==> config.mk <==
export PLATFORM = sky130hd
export DESIGN_NAME = seg_scoreboard_flat
export DESIGN_NICKNAME = d
export VERILOG_FILES = /design/src/rtl/seg_scoreboard_pkg.sv /design/src/rtl/seg_scoreboard_if.sv /design/src/rtl/seg_pend_ctr.sv /design/src/rtl/seg_scoreboard.sv /design/src/flat_wrapper.sv
export SDC_FILE = /design/constraint.sdc
export NUM_CORES = 1
export LEC_CHECK = 0
export ABC_AREA = 1
export CAP_MARGIN = 10
export CORE_MARGIN = 3
export CORE_UTILIZATION = 45
export CTS_CLUSTER_SIZE = 14
export DETAILED_ROUTE_END_ITERATION = 10
export GPL_ROUTABILITY_DRIVEN = 0
export GPL_TIMING_DRIVEN = 0
export PLACE_DENSITY = 0.71
export SETUP_SLACK_MARGIN = 0.4
export SYNTH_ARGS = -nofsm -noshare
export SYNTH_HDL_FRONTEND = slang
export SYNTH_SLANG_ARGS = --single-unit
==> constraint.sdc <==
create_clock -name clk -period 3.3 [get_ports clk]
set_clock_uncertainty 0.1 [all_clocks]
set_input_delay 0.66 -clock clk [delete_from_list [all_inputs] [get_ports clk]]
set_output_delay 0.66 -clock clk [all_outputs]
set_load 0.01 [all_outputs]
==> src/rtl/seg_scoreboard_pkg.sv <==
// Shared decode constants for the segment-register scoreboard: index names,
// the default pending-write depth and the counter width helper.
package seg_scoreboard_pkg;

    localparam int NUM_SEGS         = 8;
    localparam int DEFAULT_MAX_PEND = 3;

    typedef logic [2:0] seg_idx_t;

    typedef enum logic [2:0] {
        SEG_ES = 3'd0,
        SEG_CS = 3'd1,
        SEG_SS = 3'd2,
        SEG_DS = 3'd3,
        SEG_FS = 3'd4,
        SEG_GS = 3'd5,
        SEG_R6 = 3'd6,
        SEG_R7 = 3'd7
    } seg_name_e;

    function automatic int ctr_width(int max_pend);
        return (max_pend < 2) ? 1 : $clog2(max_pend + 1);
    endfunction

endpackage

==> src/rtl/seg_scoreboard_if.sv <==
// Decode/writeback-side signal bundle of the segment scoreboard.
interface seg_scoreboard_if;
    import seg_scoreboard_pkg::*;

    logic                issue_valid;
    logic                pipe_hold;
    logic                seg1_needed;
    logic                seg2_needed;
    logic                seg3_needed;
    seg_idx_t            seg1;
    seg_idx_t            seg2;
    seg_idx_t            seg3;
    logic                ld_seg;
    seg_idx_t            dseg;
    logic                wb_valid;
    logic                wb_ld_seg;
    seg_idx_t            wb_dseg;
    logic                flush;
    logic                seg_stall;
    logic                issue_accept;
    logic [NUM_SEGS-1:0] seg_busy;
    logic                wb_err;

    modport master (
        output issue_valid, pipe_hold, seg1_needed, seg2_needed, seg3_needed,
               seg1, seg2, seg3, ld_seg, dseg, wb_valid, wb_ld_seg, wb_dseg, flush,
        input  seg_stall, issue_accept, seg_busy, wb_err
    );

    modport slave (
        input  issue_valid, pipe_hold, seg1_needed, seg2_needed, seg3_needed,
               seg1, seg2, seg3, ld_seg, dseg, wb_valid, wb_ld_seg, wb_dseg, flush,
        output seg_stall, issue_accept, seg_busy, wb_err
    );

endinterface

==> src/rtl/seg_pend_ctr.sv <==
// Pending-write counter for one segment register; clear wins over inc/dec,
// and a simultaneous inc and dec cancel out.
module seg_pend_ctr #(
    parameter int MAX_PEND = 3,
    parameter int CW       = 2
) (
    input  logic          clk,
    input  logic          rst_n,
    input  logic          inc,
    input  logic          dec,
    input  logic          clr,
    output logic [CW-1:0] count,
    output logic          nonzero,
    output logic          saturated
);

    assign nonzero   = (count != '0);
    assign saturated = (count == CW'(MAX_PEND));

    // Guards keep the counter in range even if the caller misbehaves.
    always_ff @(posedge clk) begin
        if (!rst_n) begin
            count <= '0;
        end else if (clr) begin
            count <= '0;
        end else if (inc && !dec && !saturated) begin
            count <= count + CW'(1);
        end else if (dec && !inc && nonzero) begin
            count <= count - CW'(1);
        end
    end

endmodule

==> src/rtl/seg_scoreboard.sv <==
// Segment-register RAW scoreboard: per-index pending counters, issue stall
// and accept generation, and a sticky writeback-underflow flag.
module seg_scoreboard
    import seg_scoreboard_pkg::*;
#(
    parameter int MAX_PEND = DEFAULT_MAX_PEND
) (
    input  logic            clk,
    input  logic            rst_n,
    seg_scoreboard_if.slave sb
);

    localparam int CW = ctr_width(MAX_PEND);

    logic [NUM_SEGS-1:0] inc_vec;
    logic [NUM_SEGS-1:0] dec_vec;
    logic [NUM_SEGS-1:0] nz_vec;
    logic [NUM_SEGS-1:0] sat_vec;
    logic [NUM_SEGS-1:0] busy_vec;
    logic [CW-1:0]       count_arr [NUM_SEGS];

    logic src_hit;
    logic sat_hit;
    logic stall;
    logic accept;
    logic wb_fire;
    logic underflow;
    logic wb_err_q;

    // Only registered counter state is compared, so an instruction never stalls on its own dseg.
    always_comb begin
        src_hit   = (sb.seg1_needed && nz_vec[sb.seg1])
                 || (sb.seg2_needed && nz_vec[sb.seg2])
                 || (sb.seg3_needed && nz_vec[sb.seg3]);
        sat_hit   = sb.ld_seg && sat_vec[sb.dseg];
        stall     = sb.issue_valid && (src_hit || sat_hit);
        accept    = sb.issue_valid && !stall && !sb.pipe_hold && !sb.flush;
        wb_fire   = sb.wb_valid && sb.wb_ld_seg && !sb.flush;
        underflow = wb_fire && !nz_vec[sb.wb_dseg];
    end

    for (genvar i = 0; i < NUM_SEGS; i++) begin : g_ctr
        assign inc_vec[i]  = accept && sb.ld_seg && (sb.dseg == seg_idx_t'(i));
        assign dec_vec[i]  = wb_fire && (sb.wb_dseg == seg_idx_t'(i)) && nz_vec[i];
        assign busy_vec[i] = |count_arr[i];

        seg_pend_ctr #(
            .MAX_PEND (MAX_PEND),
            .CW       (CW)
        ) u_ctr (
            .clk       (clk),
            .rst_n     (rst_n),
            .inc       (inc_vec[i]),
            .dec       (dec_vec[i]),
            .clr       (sb.flush),
            .count     (count_arr[i]),
            .nonzero   (nz_vec[i]),
            .saturated (sat_vec[i])
        );
    end

    always_ff @(posedge clk) begin
        if (!rst_n) begin
            wb_err_q <= 1'b0;
        end else if (underflow) begin
            wb_err_q <= 1'b1;
        end
    end

    assign sb.seg_stall    = stall;
    assign sb.issue_accept = accept;
    assign sb.seg_busy     = busy_vec;
    assign sb.wb_err       = wb_err_q;

endmodule

==> src/flat_wrapper.sv <==
// flat-port wrapper written by rule: the top's interface ports become plain ports
module seg_scoreboard_flat import seg_scoreboard_pkg::*;
#(
    parameter int MAX_PEND = DEFAULT_MAX_PEND
)
  (clk, rst_n, sb_issue_valid, sb_pipe_hold, sb_seg1_needed, sb_seg2_needed, sb_seg3_needed, sb_seg1, sb_seg2, sb_seg3, sb_ld_seg, sb_dseg, sb_wb_valid, sb_wb_ld_seg, sb_wb_dseg, sb_flush, sb_seg_stall, sb_issue_accept, sb_seg_busy, sb_wb_err);
  seg_scoreboard_if sb_i ();
  input  logic clk;
  input  logic rst_n;
  input wire logic [$bits(sb_i.issue_valid)-1:0] sb_issue_valid;
  input wire logic [$bits(sb_i.pipe_hold)-1:0] sb_pipe_hold;
  input wire logic [$bits(sb_i.seg1_needed)-1:0] sb_seg1_needed;
  input wire logic [$bits(sb_i.seg2_needed)-1:0] sb_seg2_needed;
  input wire logic [$bits(sb_i.seg3_needed)-1:0] sb_seg3_needed;
  input wire logic [$bits(sb_i.seg1)-1:0] sb_seg1;
  input wire logic [$bits(sb_i.seg2)-1:0] sb_seg2;
  input wire logic [$bits(sb_i.seg3)-1:0] sb_seg3;
  input wire logic [$bits(sb_i.ld_seg)-1:0] sb_ld_seg;
  input wire logic [$bits(sb_i.dseg)-1:0] sb_dseg;
  input wire logic [$bits(sb_i.wb_valid)-1:0] sb_wb_valid;
  input wire logic [$bits(sb_i.wb_ld_seg)-1:0] sb_wb_ld_seg;
  input wire logic [$bits(sb_i.wb_dseg)-1:0] sb_wb_dseg;
  input wire logic [$bits(sb_i.flush)-1:0] sb_flush;
  output wire logic [$bits(sb_i.seg_stall)-1:0] sb_seg_stall;
  output wire logic [$bits(sb_i.issue_accept)-1:0] sb_issue_accept;
  output wire logic [$bits(sb_i.seg_busy)-1:0] sb_seg_busy;
  output wire logic [$bits(sb_i.wb_err)-1:0] sb_wb_err;
  assign sb_i.issue_valid = sb_issue_valid;
  assign sb_i.pipe_hold = sb_pipe_hold;
  assign sb_i.seg1_needed = sb_seg1_needed;
  assign sb_i.seg2_needed = sb_seg2_needed;
  assign sb_i.seg3_needed = sb_seg3_needed;
  assign sb_i.seg1 = sb_seg1;
  assign sb_i.seg2 = sb_seg2;
  assign sb_i.seg3 = sb_seg3;
  assign sb_i.ld_seg = sb_ld_seg;
  assign sb_i.dseg = sb_dseg;
  assign sb_i.wb_valid = sb_wb_valid;
  assign sb_i.wb_ld_seg = sb_wb_ld_seg;
  assign sb_i.wb_dseg = sb_wb_dseg;
  assign sb_i.flush = sb_flush;
  assign sb_seg_stall = sb_i.seg_stall;
  assign sb_issue_accept = sb_i.issue_accept;
  assign sb_seg_busy = sb_i.seg_busy;
  assign sb_wb_err = sb_i.wb_err;
  seg_scoreboard #(.MAX_PEND(MAX_PEND)) u_core (.clk(clk), .rst_n(rst_n), .sb(sb_i));
endmodule
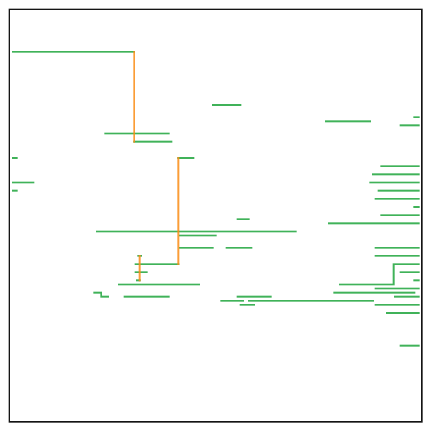
**Above:** run 1 (routed metal, one colour a layer).
Scale: 6 px per um. Two of the layers only.
[orange] met4 | wire length: 36.7 um
[green] met3 | wire length: 309 um

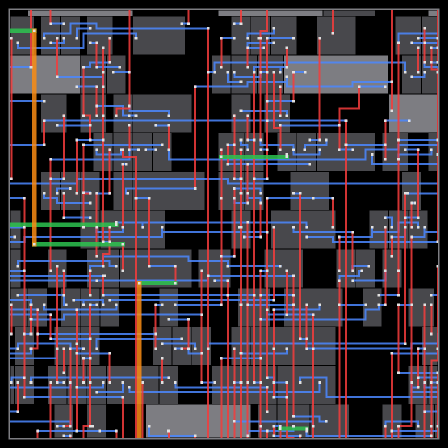
**Above:** run 1 (close-up of the layout).
Region (19, 33) to (49, 63) um. Cells in grey, sequential cells in the stronger grey; small squares are vias.
[green] met3
[orange] met4
[blue] met1
[red] met2
cells with their middle in the window: 97
sequential cells in the window: 3
most frequent: nand2_1 (34), inv_1 (11), nor2_1 (9)
netlist names of flops here include: u_core.g_ctr.u_ctr.count (3)

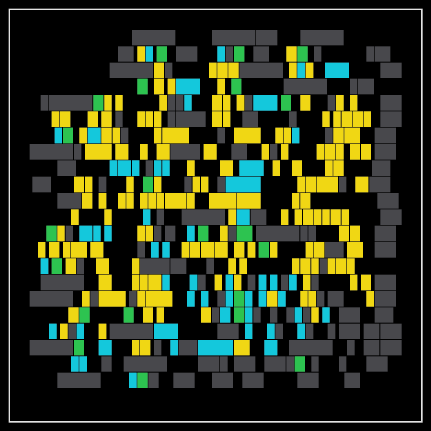
**Above:** run 1 (logic cells by family).
Scale: 6 px per um.
[yellow] NAND gates | cells: 154
[cyan] NOR gates | cells: 55
[green] inverting AOI/OAI gates | cells: 21
final cell count without fillers: 403
combinational share of cell area: 0.5104
most frequent logic cell in the layout: nand2_1

[run 1: worst paths after layout]
kind                                                startpoint  slack [ps]                        endpoint  cells after the start
worst max-delay path                                sb_seg1[1]         490                    sb_seg_stall                      9
worst min-delay path                          u_core.sb.wb_err         350                u_core.sb.wb_err                      2
worst max register to register  u_core.g_ctr[1].u_ctr.count[1]        1210  u_core.g_ctr[6].u_ctr.count[0]                     11
worst min register to register                u_core.sb.wb_err         350                u_core.sb.wb_err                      2
[run 1: metrics by stage]
| step | instances | setup slack, ps |
|---|---|---|
| 6_report | 403 | 486.8 |
| 2_1_floorplan | 313 | 934.6 |
| 5_1_grt | 403 | 401.1 |
| 3_5_place_dp | 395 | -366.7 |
| 4_1_cts | 401 | 372.0 |
| 3_3_place_gp | 395 | -354.0 |
==> flow_summary.json, run 1 <==
{
  "status": "finished clean",
  "syn_nets": 339,
  "drc": 0,
  "die_h_um": 68.53,
  "cts_hold_buf": 0,
  "yosys-top-cells-count": "89 x nand2_1, 52 x inv_1, 41 x nand3_1, 41 x nor2_1, 17 x dfxtp_1",
  "yosys.stat.seqShare": 0.1935,
  "mi_logic_area_um2": 1137,
  "met3_length_um": 308,
  "cts_tree": "built",
  "yosysMostFrequentCell": "nand2_1",
  "p_leak_nw": 1.092,
  "ys_warn_count": 0,
  "grt_util_met2": 0.3897,
  "worst_pin_slew_ps": 529.0,
  "place_hpwl_mm": 3.707,
  "layout_top_cells": "89 x nand2_1, 52 x inv_1, 41 x nand3_1, 41 x nor2_1, 27 x clkdlybuf4s50_1",
  "finalCriticalPeriod_ps": 2813,
  "routed.top_layer": "met4",
  "grt_overflow": 0,
  "critPathTopFamily": "buffers and inverters",
  "top_register": "u_core.g_ctr.u_ctr.count",
  "syn-mean-instance-area_um2": 5.620,
  "ys.flops": 17,
  "taps": 48,
  "clockBufferDepth": 2,
  "seq_cells": 17,
  "path_common_cell": "nand3_1",
  "met1_length_mm": 2.304,
  "pin_count": 37,
  "numPortBuffers": 34,
  "fp_util": 0.4734,
  "clock-sinks": 17,
  "cap_viol_max_count": 0,
  "combPwrFrac": 0.245,
  "die_area_um2": 4696,
  "clk_root_buffer_cell": "clkbuf_8",
  "pg_comb_mw": 0.120,
  "ir_worst_vdd_uv": 165.7,
  "slew_violations": 0,
  "first_pass_iters": 4
}
==> run 2, diff against run 1 <==
--- a/config.mk
+++ b/config.mk
@@ -15,6 +15,7 @@
 export GPL_TIMING_DRIVEN = 0
 export PLACE_DENSITY = 0.71
 export SETUP_SLACK_MARGIN = 0.4
+export SLEW_MARGIN = 20
 export SYNTH_ARGS = -nofsm -noshare
 export SYNTH_HDL_FRONTEND = slang
 export SYNTH_SLANG_ARGS = --single-unit
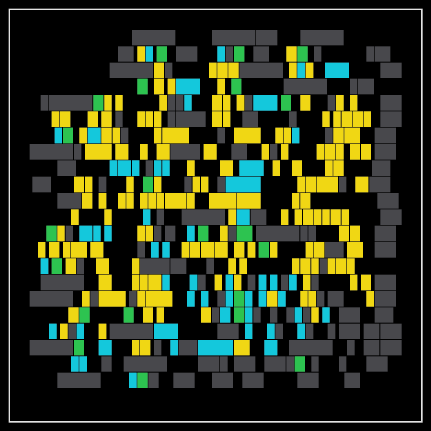
**Above:** run 2 (logic cells by family).
Scale: 6 px per um.
[yellow] NAND gates | cells: 154
[green] inverting AOI/OAI gates | cells: 21
[cyan] NOR gates | cells: 55

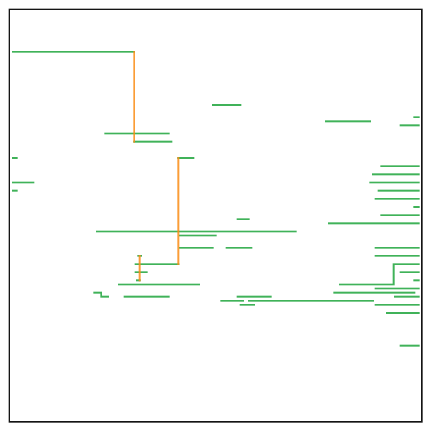
**Above:** run 2 (routed metal, one colour a layer).
Scale: 6 px per um. Two of the layers only.
DR vias: 1989
Total Routed Length: 4.877 mm

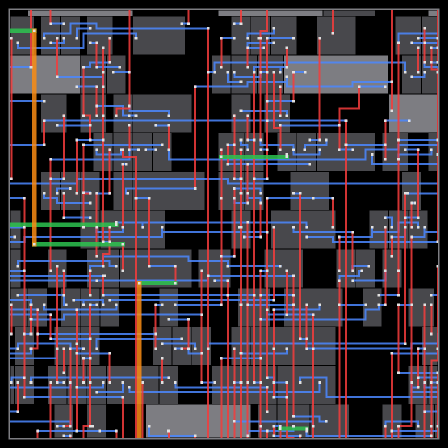
**Above:** run 2 (close-up of the layout).
Region (19, 33) to (49, 63) um. Cells in grey, sequential cells in the stronger grey; small squares are vias.
[red] met2
[blue] met1
[orange] met4
[green] met3
cells with their middle in the window: 97
sequential cells in the window: 3
most frequent: nand2_1 (34), inv_1 (11), nor2_1 (9)
netlist names of flops here include: u_core.g_ctr.u_ctr.count (3)

==> run 2 against run 1 <==
Die size unchanged. Routed wire length unchanged. Cell count stayed put. Non-clock buffer count unchanged. Via count unchanged. Critical path depth did not move. Sequential power about the same. Fmax did not move. Highest routed layer unchanged.
==> flow_summary.json, run 2 <==
{
  "status": "finished clean",
  "ys.flops": 17,
  "placed_cells": 395,
  "first_pass_iters": 4,
  "yosys-top-cells-count": "89 x nand2_1, 52 x inv_1, 41 x nand3_1, 41 x nor2_1, 17 x dfxtp_1",
  "met1_length_mm": 2.304,
  "cts_tree": "built",
  "critPathCapture": "sb_seg_stall",
  "reg2reg_setup_slack_ps": 1210,
  "layout_top_cells": "89 x nand2_1, 52 x inv_1, 41 x nand3_1, 41 x nor2_1, 27 x clkdlybuf4s50_1",
  "yosysMostFrequentCell": "nand2_1",
  "ff2ff_path_depth": 11,
  "ys_warn_count": 0,
  "numPortBuffers": 34,
  "slew_violations": 0,
  "grt_overflow": 0,
  "syn_nets": 339,
  "top_register": "u_core.g_ctr.u_ctr.count",
  "die_area_um2": 4696,
  "timing.rr.start": "u_core.g_ctr[1].u_ctr.count[1]",
  "drc": 0,
  "finalCriticalPeriod_ps": 2813,
  "pin_count": 37,
  "path_common_cell": "nand3_1",
  "min_path_cells": 2,
  "cts_hold_buf": 0,
  "place_hpwl_mm": 3.707,
  "p_leak_nw": 1.092,
  "hold_end": "u_core.sb.wb_err",
  "routed.top_layer": "met4",
  "dpl_worst_slack_ps": -366.7,
  "syn-mean-instance-area_um2": 5.620,
  "fin_ws_ps": 486.8,
  "grt_util_met2": 0.3897,
  "startpoint": "sb_seg1[1]",
  "clockBufferDepth": 2,
  "clk_root_buffer_cell": "clkbuf_8",
  "worst_pin_slew_ps": 529.0,
  "cp.depth": 9,
  "critPathTopFamily": "buffers and inverters"
}
==> run 2: power by group through the flow <==
stage	Combinational (mW)	Clock [mW]	Sequential, mW
6_report	0.120	0.164	0.207
5_1_grt	0.132	0.176	0.207
4_1_cts	0.118	0.168	0.207
3_5_place_dp	0.116	0	0.212
3_3_place_gp	0.115	0	0.211
2_1_floorplan	0.0638	0	0.212
==> run 2: area by class of cell <==
type / count / area (um^2)
plain buffers: 11 / 81.33
clock buffers: 4 / 45.04
fillers: 393 / 1488
inverters: 55 / 206.4
multi-input cells: 230 / 1137
flip-flops and latches: 17 / 340.3
well taps: 48 / 60.06
repair buffers: 38 / 357.8
==> run 2: what timing repair did <==
action                                  in CTS  in global routing
endpoints found under the setup margin       2                  1
hold endpoints to repair                     0                  0
pin swaps                                    2                  1
resized                                      8                  2
setup buffers                                2                  2
==> run 3, diff against run 2 <==
--- a/config.mk
+++ b/config.mk
@@ -14,7 +14,7 @@
 export GPL_ROUTABILITY_DRIVEN = 0
 export GPL_TIMING_DRIVEN = 0
 export PLACE_DENSITY = 0.71
-export SETUP_SLACK_MARGIN = 0.4
+export SETUP_SLACK_MARGIN = 0.05
 export SLEW_MARGIN = 20
 export SYNTH_ARGS = -nofsm -noshare
 export SYNTH_HDL_FRONTEND = slang
==> run 3 against run 2 <==
Synthesized cell count unchanged. Design area fell by 0.11%. Global-route usage fell by 0.37 points. Hold slack about the same.
==> flow_summary.json, run 3 <==
{
  "ys_area_um2": 1759,
  "setup_viol": 0,
  "holdCritStartpoint": "u_core.sb.wb_err",
  "drc": 0,
  "worstReg2RegEnd": "u_core.g_ctr[6].u_ctr.count[0]",
  "clockBufferDepth": 2,
  "path_common_cell": "nand3_1",
  "fin_ws_ps": 183.6,
  "die_h_um": 68.53,
  "crit_path_max_fanout": 9,
  "yosys.stat.seqShare": 0.1935,
  "numPortBuffers": 34,
  "worst_pin_slew_ps": 515.2,
  "dpl_worst_slack_ps": -366.7,
  "cts_hold_buf": 0,
  "layout_top_cell": "nand2_1",
  "slew_violations": 0,
  "pg_clk_mw": 0.167,
  "seq_cell_power_mw": 0.207,
  "clock-sinks": 17,
  "cap_viol_max_count": 0,
  "startpoint": "sb_seg1[1]",
  "combPwrFrac": 0.238,
  "finalCriticalPeriod_ps": 3116,
  "hold_end": "u_core.sb.wb_err",
  "timing.rr.start": "u_core.g_ctr[1].u_ctr.count[1]",
  "ys.flops": 17,
  "yosysMostFrequentCell": "nand2_1",
  "fp_util": 0.4734,
  "num_vias": 1958,
  "first_pass_iters": 4,
  "die_x_um": 68.53,
  "swShare": 0.2971,
  "grt_overflow": 0,
  "placed_cells": 395,
  "yosys-top-cells-count": "89 x nand2_1, 52 x inv_1, 41 x nand3_1, 41 x nor2_1, 17 x dfxtp_1",
  "hold_violations": 0,
  "ff2ff_path_depth": 11,
  "place_hpwl_mm": 3.707,
  "worst-path-buf-inv": 3,
  "top_register": "u_core.g_ctr.u_ctr.count",
  "ir_worst_vdd_uv": 155.9,
  "cp-start-kind": "input port",
  "syn-mean-instance-area_um2": 5.620,
  "critPathCapture": "sb_seg_stall",
  "postCtsSetupBuffers": 1,
  "critPathTopFamily": "buffers and inverters",
  "clk_root_buffer_cell": "clkbuf_8",
  "cp.depth": 9,
  "min_path_cells": 2,
  "drt_wl_total_mm": 4.772,
  "cts_resized": 3,
  "status": "finished clean",
  "pg_comb_mw": 0.117,
  "pin_count": 37,
  "ys_warn_count": 0,
  "grt_start_max_net_pins": 11,
  "reg2reg_setup_slack_ps": 1240,
  "power_leader": "sequential cells"
}
[run 3: cell counts after synthesis]
No cell type changed its count.
[run 3: final cells by class]
class | count | area (um^2)
Tap cell | 48 | 60.06
Clock buffer | 4 | 45.04
Sequential cell | 17 | 340.3
Fill cell | 387 | 1490
Buffer | 11 | 81.33
Timing Repair Buffer | 35 | 355.3
Inverter | 55 | 206.4
Multi-Input combinational cell | 230 | 1137
[run 3: logic make-up after synthesis]
logic type / Yosys count / synth area share
buffers and inverters: 66 / 0.1636
and+or+nand+nor: 209 / 0.5818
AOI/OAI and AO/OA: 21 / 0.06116
DFF: 17 / 0.1935
[run 3: routing by layer]
layer,track usage,up-vias,part of all wire
met1,0.2954,843,0.48
met5,0,-,0
met4,0.04467,0,0.0065
li1,-,1061,-
met3,0.02431,4,0.060
met2,0.3790,50,0.46
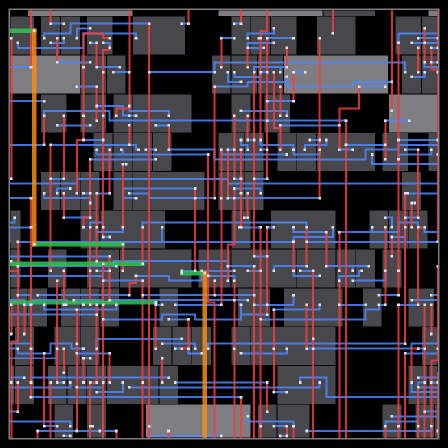
**Above:** run 3 (close-up of the layout).
Region (19, 33) to (49, 63) um. Cells in grey, sequential cells in the stronger grey; small squares are vias.
[orange] met4
[green] met3
[blue] met1
[red] met2
most frequent: nand2_1 (34), inv_1 (11), nor2_1 (9)
sequential cells in the window: 3
netlist names of flops here include: u_core.g_ctr.u_ctr.count (3)
cells with their middle in the window: 95

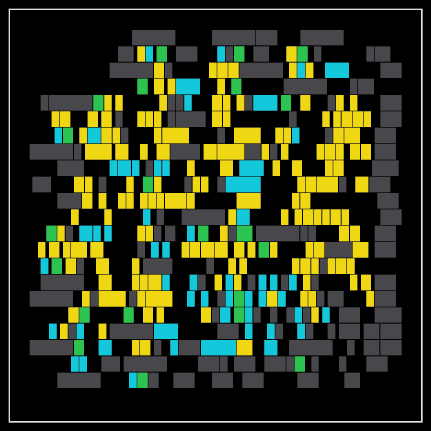
**Above:** run 3 (logic cells by family).
Scale: 6 px per um.
final cell count without fillers: 400
combinational share of cell area: 0.5110

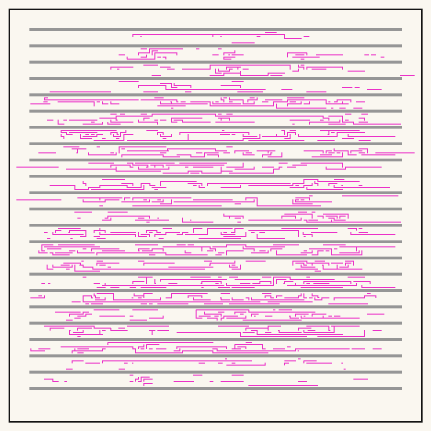
**Above:** run 3 (M1 wires).
Scale: 6 px per um. Supply wires on this layer in grey.
nets with wire on the layer: 341
main direction: horizontal
longest straight run: 29.4 um
wire length on this layer: 2280 um

Power figures rest on the tool's default switching activity, not on a simulated workload.
